==> images/detail.png <==
Region (59, 13) to (79, 33) microns. Cells in gray, sequential cells in the stronger gray; small squares are vias.
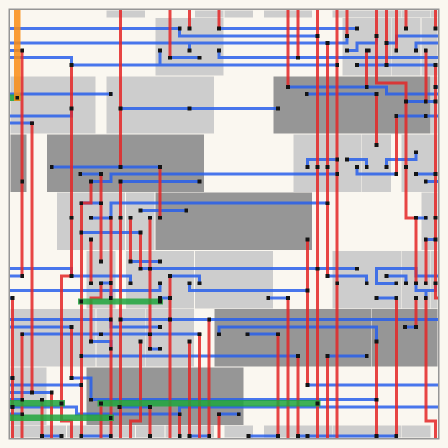
==> images/clk_routes.png <==
(3 px per micron)
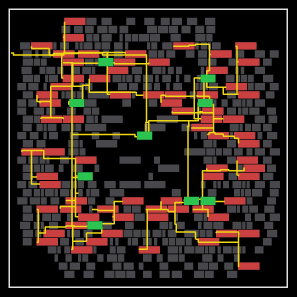
==> images/flops_by_reg.png <==
(4 px per micron)
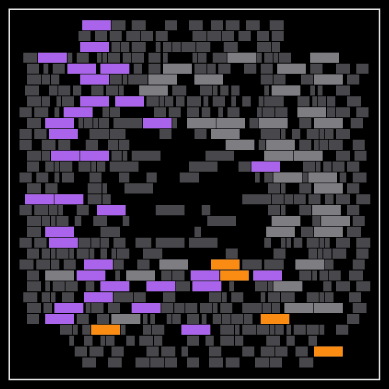
==> images/congestion.png <==
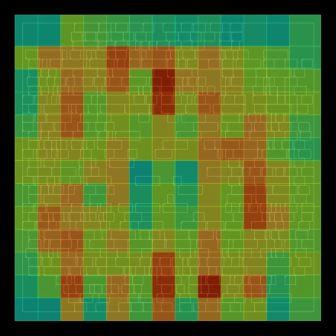
==> config.mk <==
export PLATFORM = sky130hd
export DESIGN_NAME = wb_pipe_reg
export DESIGN_NICKNAME = d
export VERILOG_FILES = /design/src/rtl/wb_pipe_reg.sv
export SDC_FILE = /design/constraint.sdc
export NUM_CORES = 1
export LEC_CHECK = 0
export CORE_MARGIN = 2
export CORE_UTILIZATION = 41
export CTS_CLUSTER_SIZE = 14
export DETAILED_ROUTE_END_ITERATION = 7
export PLACE_DENSITY = 0.8
export SYNTH_ARGS = -nofsm -noshare
export SYNTH_HDL_FRONTEND = slang
export SYNTH_SLANG_ARGS = --single-unit
==> constraint.sdc <==
create_clock -name clk_i -period 1.4 [get_ports clk_i]
set_input_delay 0.21 -clock clk_i [delete_from_list [all_inputs] [get_ports clk_i]]
set_output_delay 0.21 -clock clk_i [all_outputs]
set_load 0.01 [all_outputs]
==> flow_metrics.env <==
# source this file to load flow results
export IMPL_lay_top_cells="clkdlybuf4s50_1 (73), dfxtp_1 (72), dlygate4sd2_1 (72)"
export IMPL_seqPwrFrac=0.500
export IMPL_ys_warn_count=0
export IMPL_largest_area_cell="dfxtp_1"
export IMPL_crit_path_start_kind="input pin"
export IMPL_seqCellArea_sq_um=1441
export IMPL_aoi_share=0.1973
export IMPL_worstSetupPathDepth=4
export IMPL_avgSynthCellArea_sq_um=9.191
export IMPL_synth_logic_top_family="simple AND/OR/NAND/NOR gates"
export IMPL_postCtsSetupBuffers=0
export IMPL_top_area_frac=0.4519
export IMPL_wl_met3_microns=649
export IMPL_syn_area_sq_um=3189
export IMPL_cts_root_buf="clkbuf_8"
export IMPL_h_tree_depth=3
export IMPL_grt_start_max_net_pins=72
export IMPL_swShare=0.2652
export IMPL_cts_max_path_buffers=2
export IMPL_fin_crit_ps=1311
export IMPL_peakVddDrop_mv=0.4948
export IMPL_dominant_cell_class="buffers"
export IMPL_p_total_uw=4411
export IMPL_crit_type="in -> out"
export IMPL_critPathArrivalTime_ps=1100
export IMPL_cp_num_buf_inv=2
export IMPL_instances_no_fill=580
export IMPL_top_layer_used="met4"
export IMPL_slowest_stage="clkdlybuf4s50_1"
export IMPL_end_kind="output port"
export IMPL_via_per_inst=5.767
export IMPL_max_freq_ghz=0.7628
export IMPL_worst_slack_ps=89.11
export IMPL_nets=549
export IMPL_outcome="completed"
export IMPL_overflow=0
export IMPL_final_period_utilization=0.9364
export IMPL_layout_area_comb_sq_um=1386
export IMPL_internal_power_uw=3241
export IMPL_pre_cts_slack_ps=-337.3
export IMPL_yosysCellCount=347
export IMPL_ff2ff_setup_slack_ps=130
export IMPL_grt_pass1_wl_microns=15460
export IMPL_clock_area_frac=0.03438
export IMPL_setup_tns_ps=0
export IMPL_grt_pass1_vias=3157
export IMPL_num_antenna_cells=0
export IMPL_setup_viol=0
export IMPL_p_leak_uw=0.002327
export IMPL_worst_endpoint_required_ps=1190
About detail.png:
Key: metal 3 = green; metal 1 = blue; metal 4 = orange; metal 2 = red
24 logic cells have their middle in the window. Sequential cells in the window: 5.

About clk_routes.png:
Key: flip-flops = red [count 72]; clock wires = yellow [length 849 microns]; clock drivers = green [count 9]
Position of the flops: spread over the die.
Clk power: 1410 uW
clock network power share: 0.320

About flops_by_reg.png:
Key: RDaddr_o = orange [placed flops 5]; RDData_o = purple [placed flops 32]
Power Sequential: 2210 uW
Seq area share: 0.3001
Util after Layout: 0.6281

About congestion.png:
All-Layer GR Usage: 0.2236
met1 Use GR: 0.2903
GR met2 Demand/Resource: 0.3676
met3 Usage GRT: 0.05588
wire per inst: 16.57 microns

No activity file was given, so power comes from the tool's default toggle rates.
